===== config.mk =====
export PLATFORM = sky130hd
export DESIGN_NAME = dec_blck_gatherer
export DESIGN_NICKNAME = d
export VERILOG_FILES = /design/src/rtl/spook_dec_pkg.sv /design/src/rtl/dec_word_byte_mask.sv /design/src/rtl/dec_blck_gatherer.sv
export SDC_FILE = /design/constraint.sdc
export NUM_CORES = 1
export LEC_CHECK = 0
export CAP_MARGIN = 20
export CORE_ASPECT_RATIO = 0.9
export CORE_MARGIN = 2
export CORE_UTILIZATION = 49
export CTS_BUF_LIST = sky130_fd_sc_hd__clkbuf_4 sky130_fd_sc_hd__clkbuf_8
export DETAILED_ROUTE_END_ITERATION = 10
export GPL_TIMING_DRIVEN = 0
export PLACE_DENSITY_LB_ADDON = 0.25
export REMOVE_ABC_BUFFERS = 1
export SYNTH_ARGS = -nofsm -noshare
export SYNTH_HDL_FRONTEND = slang
export SYNTH_SLANG_ARGS = --single-unit
export TNS_END_PERCENT = 1

===== constraint.sdc =====
create_clock -name clk -period 2.9 [get_ports clk]
set_input_delay 0.58 -clock clk [delete_from_list [all_inputs] [get_ports clk]]
set_output_delay 0.58 -clock clk [all_outputs]
set_load 0.01 [all_outputs]

===== src/rtl/spook_dec_pkg.sv =====
// Shared constants and state encoding for the decryption-side block gatherer.
// Default geometry: 256-bit feed block assembled from 32-bit bus words.
package spook_dec_pkg;

    localparam int unsigned DEF_BLCK_SIZE  = 256;
    localparam int unsigned DEF_BUS_SIZE   = 32;
    localparam int unsigned BLCKdiv8       = DEF_BLCK_SIZE / 8;
    localparam int unsigned WORDS_PER_BLCK = DEF_BLCK_SIZE / DEF_BUS_SIZE;
    localparam int unsigned BYTES_PER_WORD = DEF_BUS_SIZE / 8;

    // Padding marker written after the last ciphertext byte when padding is built in
    localparam logic [7:0]  PAD_BYTE       = 8'h01;

    typedef enum logic {
        FILL = 1'b0,
        FULL = 1'b1
    } gather_state_t;

endpackage


===== src/rtl/dec_word_byte_mask.sv =====
// Combinational byte masking of one bus word.
// Keeps bytes 0..n-1 of a last word (n clamped to the word width), zeroes the
// rest and flags them in inv_c (1 = byte carries no ciphertext). A non-last word
// passes through fully valid.
// Build option: DEC_GATHER_PAD_EN writes PAD_BYTE into the first invalid byte.
// Ports:
//   data   - incoming bus word, byte j at [j*8 +: 8]
//   n      - valid byte count, only meaningful when last=1
//   last   - word is the final word of the message
//   word_c - masked word
//   inv_c  - per-byte invalid flags
module dec_word_byte_mask
    import spook_dec_pkg::*;
#(
    parameter int unsigned BUS_SIZE = DEF_BUS_SIZE
) (
    input  logic [BUS_SIZE-1:0]              data,
    input  logic [$clog2(BUS_SIZE/8+1)-1:0]  n,
    input  logic                             last,
    output logic [BUS_SIZE-1:0]              word_c,
    output logic [BUS_SIZE/8-1:0]            inv_c
);

    localparam int unsigned WORD_BYTES = BUS_SIZE / 8;
    localparam int unsigned NB_W       = $clog2(WORD_BYTES + 1);

    logic [NB_W-1:0] n_eff;

    // Clamp the byte count and build the masked word
    always_comb begin
        n_eff  = NB_W'(WORD_BYTES);
        word_c = '0;
        inv_c  = '1;
        if (last && (n < NB_W'(WORD_BYTES))) begin
            n_eff = n;
        end
        for (int unsigned j = 0; j < WORD_BYTES; j++) begin
            if (NB_W'(j) < n_eff) begin
                word_c[j*8 +: 8] = data[j*8 +: 8];
                inv_c[j]         = 1'b0;
            end
`ifdef DEC_GATHER_PAD_EN
            else if (NB_W'(j) == n_eff) begin
                word_c[j*8 +: 8] = PAD_BYTE;
            end
`endif
        end
    end

endmodule


===== src/rtl/dec_blck_gatherer.sv =====
// Gathers BUS_SIZE ciphertext words into one BLCK_SIZE feed block plus a
// per-byte invalid mask for the decryption digest formatter. Single block
// buffer: FILL accepts words, FULL holds the block until the consumer takes it.
// Build option: DEC_GATHER_PAD_EN inserts PAD_BYTE at the first invalid byte
// after the message end (validity bit of that byte stays 1).
// Ports:
//   clk, rst_n      - clock, asynchronous active-low reset
//   clear           - synchronous flush of any partial or held block
//   data_in*        - input word stream (valid/ready, last, byte count)
//   blck_out        - assembled block, word k at [k*BUS_SIZE +: BUS_SIZE]
//   blck_validity   - bit i=1: byte i holds no ciphertext
//   blck_last       - block contains the final message byte
//   blck_valid/ready- output handshake
module dec_blck_gatherer
    import spook_dec_pkg::*;
#(
    parameter int unsigned BLCK_SIZE = DEF_BLCK_SIZE,
    parameter int unsigned BUS_SIZE  = DEF_BUS_SIZE
) (
    input  logic                             clk,
    input  logic                             rst_n,
    input  logic                             clear,
    input  logic [BUS_SIZE-1:0]              data_in,
    input  logic                             data_in_valid,
    output logic                             data_in_ready,
    input  logic                             data_in_last,
    input  logic [$clog2(BUS_SIZE/8+1)-1:0]  data_in_bytes,
    output logic [BLCK_SIZE-1:0]             blck_out,
    output logic [BLCK_SIZE/8-1:0]           blck_validity,
    output logic                             blck_last,
    output logic                             blck_valid,
    input  logic                             blck_ready
);

    localparam int unsigned WORD_BYTES = BUS_SIZE / 8;
    localparam int unsigned N_WORDS    = BLCK_SIZE / BUS_SIZE;
    localparam int unsigned BLK_BYTES  = BLCK_SIZE / 8;
    localparam int unsigned CNT_W      = (N_WORDS > 1) ? $clog2(N_WORDS) : 1;

    gather_state_t          state_q, state_d;
    logic [CNT_W-1:0]       cnt_q, cnt_d;
    logic [BLCK_SIZE-1:0]   blck_q, blck_d;
    logic [BLK_BYTES-1:0]   inv_q, inv_d;
    logic                   last_q, last_d;
    logic                   ready_q, ready_d;
    logic                   valid_q, valid_d;

    logic [BUS_SIZE-1:0]    word_c;
    logic [WORD_BYTES-1:0]  inv_c;
    logic [31:0]            slot_bit;
    logic [31:0]            slot_byte;

    dec_word_byte_mask #(
        .BUS_SIZE (BUS_SIZE)
    ) u_mask (
        .data   (data_in),
        .n      (data_in_bytes),
        .last   (data_in_last),
        .word_c (word_c),
        .inv_c  (inv_c)
    );

    // Next-state, slot write and flush logic
    always_comb begin
        state_d   = state_q;
        cnt_d     = cnt_q;
        blck_d    = blck_q;
        inv_d     = inv_q;
        last_d    = last_q;
        slot_bit  = 32'(cnt_q) * BUS_SIZE;
        slot_byte = 32'(cnt_q) * WORD_BYTES;

        if (clear) begin
            state_d = FILL;
            cnt_d   = '0;
            blck_d  = '0;
            inv_d   = '1;
            last_d  = 1'b0;
        end else begin
            case (state_q)
                FILL: begin
                    // ready_q gates the very first cycle after reset release
                    if (data_in_valid && ready_q) begin
                        blck_d[slot_bit +: BUS_SIZE]    = word_c;
                        inv_d[slot_byte +: WORD_BYTES] = inv_c;
                        last_d = data_in_last;
                        cnt_d  = CNT_W'(cnt_q + 1'b1);
`ifdef DEC_GATHER_PAD_EN
                        // Full last word: pad lands on byte 0 of the next slot, if any
                        if (data_in_last && (inv_c == '0) &&
                            (cnt_q != CNT_W'(N_WORDS - 1))) begin
                            blck_d[slot_bit + BUS_SIZE +: 8] = PAD_BYTE;
                        end
`endif
                        if (data_in_last || (cnt_q == CNT_W'(N_WORDS - 1))) begin
                            state_d = FULL;
                        end
                    end
                end
                FULL: begin
                    if (blck_ready) begin
                        state_d = FILL;
                        cnt_d   = '0;
                        blck_d  = '0;
                        inv_d   = '1;
                        last_d  = 1'b0;
                    end
                end
                default: begin
                    state_d = FILL;
                end
            endcase
        end

        ready_d = (state_d == FILL);
        valid_d = (state_d == FULL);
    end

    // State and buffer registers
    always_ff @(posedge clk or negedge rst_n) begin
        if (!rst_n) begin
            state_q <= FILL;
            cnt_q   <= '0;
            blck_q  <= '0;
            inv_q   <= '1;
            last_q  <= 1'b0;
            ready_q <= 1'b0;
            valid_q <= 1'b0;
        end else begin
            state_q <= state_d;
            cnt_q   <= cnt_d;
            blck_q  <= blck_d;
            inv_q   <= inv_d;
            last_q  <= last_d;
            ready_q <= ready_d;
            valid_q <= valid_d;
        end
    end

    assign data_in_ready = ready_q;
    assign blck_out      = blck_q;
    assign blck_validity = inv_q;
    assign blck_last     = last_q;
    assign blck_valid    = valid_q;

endmodule


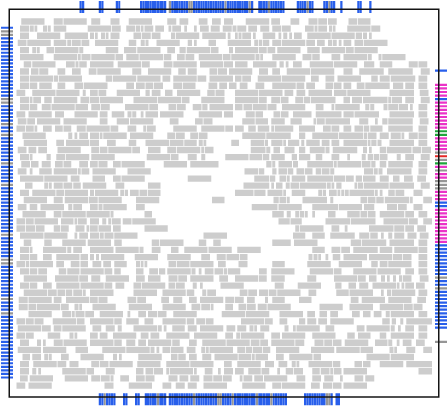
Run 1: pin placement
Pins as bars across the die edge, other pins in gray.
| port | color | pins | direction | edge |
|---|---|---|---|---|
| `blck_out` | blue | 256 | output | 86 left, 73 bottom, 71 top, 26 right |
| `data_in_bytes` | green | 3 | input | right |
| `blck_last` | red | 1 | output | right |
| `blck_validity` | magenta | 32 | output | right |
number of port buffers: 331
die height: 147.2 µm
chip width: 163.1 µm

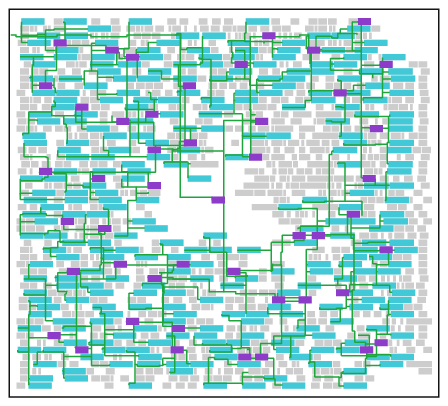
Run 1: clock wires, drivers and flops
[clock wires] green | length: 3850 µm
[cells driving clock nets] purple | count: 47
[flip-flops] cyan | count: 294
routed clock nets: 48
clk_skew: 20.19 ps
clock network power: 0.00378 W
Latency at later pin: 560 ps
clock group share of total power: 41.2%

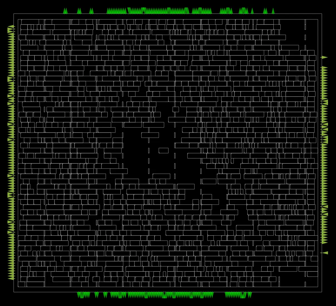
Run 1: cell placement
number of fill cells: 1603
Core ar.: 0.02245 mm²
TAP cells: 297
Layout Utilization: 71.23%
sequential fraction of total cell area: 46.28%

run 1: routing by layer:
layer  GRT usage (%)  up-vias  wire, µm
met4           8.363        0       920
met5               0        -         0
met3           9.656       64      3452
li1                -     3792         -
met1           43.66     4502     15680
met2           45.74      417     16540
run 1: registers in the layout, summed over array words and instances (netlist names):
| signal | count |
|---|---|
| cnt_q | 3 |
| blck_valid | 1 |
| blck_out | 256 |
| blck_last | 1 |
| data_in_ready | 1 |
| blck_validity | 32 |
run 1: report_power, final:
group	internal (W)	switching [W]	leakage [nW]
combinational	0.000430	0.000633	2.35
sequential	0.00425	0.0000698	3.98
clock	0.00212	0.00166	0.540
run 1: worst max-delay path: stages (launching register included):
cell,delay [ps]
dfrtp_2,510
inv_2,80
ha_1,210
ha_2,340
and4bb_2,300
o21ai_4,550
buf_12,280
mux2_2,350
==> ci_impl_report.md, run 1 <==
## PnR job results

| Metric | Value |
|---|---|
| Logic area | `0.003372 mm²` |
| CTS tree | `done` |
| Final min period | `2698 ps` |
| NonClk Buf Share | `23.80%` |
| Dominant Register Cell | `dfrtp_1` |
| Synth Seq Share | `66.27%` |
| Hold EP | `blck_validity[16]` |
| Synth Area in Simple Gates | `6.020%` |
| Vias | `8775` |
| TritonRoute pass-1 iters | `7` |
| Mux area share | `1.592%` |
| Number of global-route vias before repair | `8914` |
| Final hold violations | `0` |
| Yosys xor share | `0%` |
| Final instance area | `0.01599 mm²` |
| Max Clk Rate | `370.6 MHz` |
| Yosys Instances | `837` |
| Max-slew headroom at the worst pin | `32.26%` |
| Total tool warning count | `34` |
| Adder Area Share | `0.7847%` |
| Most frequent logic cell in the layout | `clkdlybuf4s50_1` |
| Clock Pin Slew Worst Setup and Hold Paths | `60 ps` |
| Area share, top type | `58.74%` |
| Post-synth regs | `294` |
| H-tree levels | `2` |
| FP Util | `49.73%` |
| Gr ovfl total | `0` |
| Sequential Area | `0.007400 mm²` |
| Pre-CTS setup slack | `-413.5 ps` |
| Commonest cells post-synth | `dfrtp_1, o2bb2ai_1, nand2_1` |
| EDFF count, synth | `0` |
| Max-cap check violation count | `0` |
| Lkg Pwr | `6.877 nW` |
| Post-route setup slack | `201.7 ps` |
| DRC errors left | `0` |
| Reg2Reg Setup Slack | `200 ps` |
| Post-synthesis async set-or-reset flop share | `100.0%` |
| Largest logic family | `AND-OR/OR-AND gates` |
| AO/OA Area Share | `21.49%` |
| Status | `complete, no violations` |
| Setup TNS | `0 ps` |
| Critical Path RT | `3370 ps` |
| Synthesized area | `0.01116 mm²` |
| DR WL/cell | `24.10 µm` |
| CP Launch Type | `flop` |
| First-pass GRT wire length | `55440 µm` |
| Max Slew Vio Count | `0` |
| Tcrit/Tclk final | `93.04%` |
| Total Nets Final | `1233` |
| Slew @ Worst Pin | `1016 ps` |
| DP Area | `0.01491 mm²` |
| Routability congestion estimate | `0.8072` |
| Ys Warns | `0` |
| Hold_sp | `blck_validity[16]` |
| Post-CTS sizing | `1` |
| WHS Path Cells | `2` |
| Comb/total area | `21.09%` |
| TritonCTS Buffers | `47` |
| CTS max path bufs | `3` |
| Cell type with the largest total area | `dfrtp_1` |
| Clock sink total | `294` |
| Hold bufs inserted after CTS | `1` |
| Top Layout Cells | `clkdlybuf4s50_1, dfrtp_1, o2bb2ai_1` |
| Worst reg2reg path depth | `7` |
| FP Rows | `52` |
| Root Buffer | `clkbuf_8` |
| Largest net degree at the start of global routing | `126` |
| Vias per Instance | `5.781` |
| WHS | `462.5 ps` |
| Power Total | `0.009166 W` |
| Setup CP Type | `reg2reg` |
| GRT Total Usage | `30.63%` |
| Final WL | `36590 µm` |
| Most common cell in the netlist | `dfrtp_1` |
| Worst setup EP type | `flop` |
| Placed insts | `1427` |
| Logic inverters | `10` |
| Clock Buffer Count | `76` |
| Post-route ant nets | `0` |
| Area growth syn-to-layout | `43.25%` |
==> inputs of run 2 (changes only) <==
--- a/config.mk
+++ b/config.mk
@@ -5,7 +5,7 @@
 export SDC_FILE = /design/constraint.sdc
 export NUM_CORES = 1
 export LEC_CHECK = 0
-export CAP_MARGIN = 20
+export CAP_MARGIN = 10
 export CORE_ASPECT_RATIO = 0.9
 export CORE_MARGIN = 2
 export CORE_UTILIZATION = 49
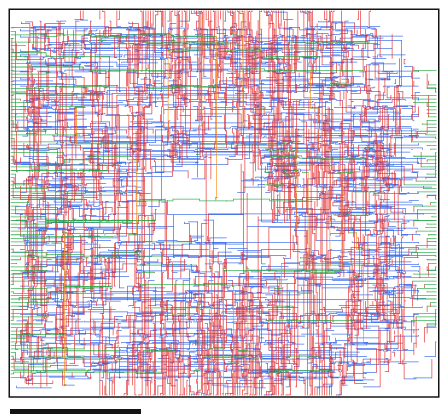
Run 2: wiring by layer
Scale bar: 50 µm.
| layer | color | wire length |
|---|---|---|
| met3 | green | 3420 µm |
| met1 | blue | 15700 µm |
| met4 | orange | 991 µm |
| met2 | red | 16400 µm |
GRT Total Usage: 30.68%
DR WL/cell: 24.07 µm
vias: 8799

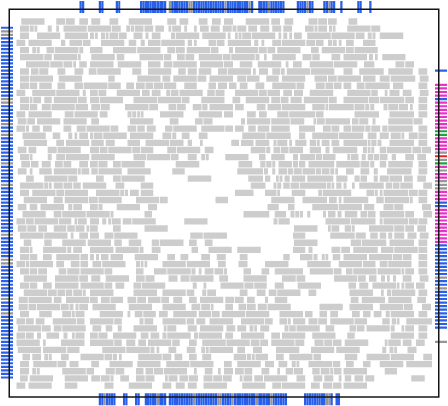
Run 2: pin placement
Pins as bars across the die edge, other pins in gray.
| port | color | pins | direction | edge |
|---|---|---|---|---|
| `blck_out` | blue | 256 | output | 86 left, 73 bottom, 71 top, 26 right |
| `blck_validity` | magenta | 32 | output | right |
| `data_in_bytes` | green | 3 | input | right |
| `blck_last` | red | 1 | output | right |
all pins by edge: 99 left, 83 bottom, 79 top, 71 right

==> run 2 against run 1 <==
Against the previous run: non-clock buffer count decreased by 2; sequential cell count unchanged; count of clock-buffer cells in the layout rose by 1; global-route usage is 0.055 points higher; maximum frequency decreased by 2.7%; setup slack worse by 76 ps; die area did not move; critical path depth unchanged; synthesized cell count stayed put; critical endpoint unchanged; critical path type unchanged; final area is 0.28% higher; sequential share of layout area fell by 0.13 points.
==> ci_impl_report.md, run 2 <==
## PnR job results

| Metric | Value |
|---|---|
| Area share, top type | `58.74%` |
| Global-route met3 utilization | `9.401%` |
| Final instance area | `0.01603 mm²` |
| Post-route setup slack | `125.8 ps` |
| Number of port buffers | `331` |
| TritonRoute pass-1 iters | `5` |
| Met3 WL | `3424 µm` |
| CTS tree | `done` |
| Yosys Instances | `837` |
| DRC errors left | `0` |
| Logic area | `0.003372 mm²` |
| Endpoints failing setup | `0` |
| Slew @ Worst Pin | `1006 ps` |
| Pre-CTS setup slack | `-390.8 ps` |
| Worst reg2reg path depth | `7` |
| DP Area | `0.01491 mm²` |
| Cell type with the largest total area | `dfrtp_1` |
| Post-route ant nets | `0` |
| Status | `complete, no violations` |
| Hold bufs inserted after CTS | `1` |
| Max-cap check violation count | `0` |
| Total tool warning count | `34` |
| Most frequent logic cell in the layout | `clkdlybuf4s50_1` |
| Cell Chain, Critical Path | `inv_1 > ha_1 > ha_2 > and4bb_2 > o21ai_4 > buf_12 > mux2_2` |
| Area growth syn-to-layout | `43.65%` |
| Hold_sp | `blck_validity[23]` |
| Top Layout Cells | `clkdlybuf4s50_1, dfrtp_1, o2bb2ai_1` |
| Crit-path slowest cell | `o21ai_4` |
| Sequential Area | `0.007400 mm²` |
| Routability congestion estimate | `0.8072` |
| Grt peak-use layer | `met2` |
| Clock sink total | `294` |
| Routed wl met2 | `16390 µm` |
| GR Util met1 | `44.46%` |
| Total Nets Final | `1231` |
| R2R Path Start | `cnt_q[0]` |
| Power Total | `0.009336 W` |
| Number of global-route vias before repair | `8926` |
| Max Slew Vio Count | `0` |
| Worst hold path class | `reg2reg` |
| Clock Buffer Count | `77` |
| CTS max path bufs | `3` |
| Final WL | `36510 µm` |
| Layout Cells excl Fill | `1517` |
| Tcrit/Tclk final | `95.66%` |
| H-tree levels | `2` |
| Hold EP | `blck_validity[23]` |
| First-pass GRT wire length | `55580 µm` |
| Worst setup EP type | `flop` |
| Largest net degree at the start of global routing | `126` |
| Core ar. | `0.02245 mm²` |
| Synthesized area | `0.01116 mm²` |
| Max FFs per register | `256` |
| NonClk Buf Share | `23.56%` |
| Vias per Instance | `5.800` |
| Placed insts | `1427` |
| TAP cells | `297` |
| Die height | `147.2 µm` |
| Root Buffer | `clkbuf_8` |
| EDFF count, synth | `0` |
| Chip width | `163.1 µm` |
| CP max stage delay | `560 ps` |
| FP Rows | `52` |
| Max-slew headroom at the worst pin | `32.92%` |
| Clk_skew | `11.69 ps` |
| Comb/total area | `21.03%` |
| Critical Path RT | `3370 ps` |
| Dominant Register Cell | `dfrtp_1` |
| Logic inverters | `10` |
| WHS Path Cells | `2` |
| Commonest cells post-synth | `dfrtp_1, o2bb2ai_1, nand2_1` |
| Setup TNS | `0 ps` |
| Number of fill cells | `1611` |
| DR top layer | `met4` |
| Crit path max-delay family | `adder cells` |
| WHS | `470.7 ps` |
| Gr ovfl total | `0` |
| Setup CP Type | `reg2reg` |
| Post-synth regs | `294` |
| Reg2Reg Setup Slack | `130 ps` |
| Lkg Pwr | `6.897 nW` |
| Clock Pin Slew Worst Setup and Hold Paths | `60 ps` |
| Routed length on met1 | `15700 µm` |
| Post-synthesis async set-or-reset flop share | `100.0%` |
| Final hold violations | `0` |
| Final min period | `2774 ps` |
| Ys Warns | `0` |
| Crit path depth | `7` |
| Post-CTS sizing | `1` |
| Most common cell in the netlist | `dfrtp_1` |
[run 2: cell count changes in the layout (fill, tap and decap cells not counted), sizes merged]
cell    change
buf         -2
bufinv      +1
inv         -1
clkbuf      +1
[run 2: cells by family (layout without fill, tap and decap cells)]
kind of cell | Yosys count | in the layout | share of synthesized area, %
AOI/OAI and AO/OA | 303 | 303 | 21.49
adders and majority gates | 7 | 7 | 0.7846
buffers and inverters | 69 | 452 | 3.845
DFF | 294 | 294 | 66.27
muxes | 16 | 16 | 1.592
and+or+nand+nor | 148 | 148 | 6.020
[run 2: where the power goes]
group / internal [W] / total, W / switching, W
logic: 0.000429 / 0.00106 / 0.000631
registers: 0.00425 / 0.00432 / 0.0000693
clock network: 0.00231 / 0.00395 / 0.00164
Power is estimated from default activity; no workload was simulated.
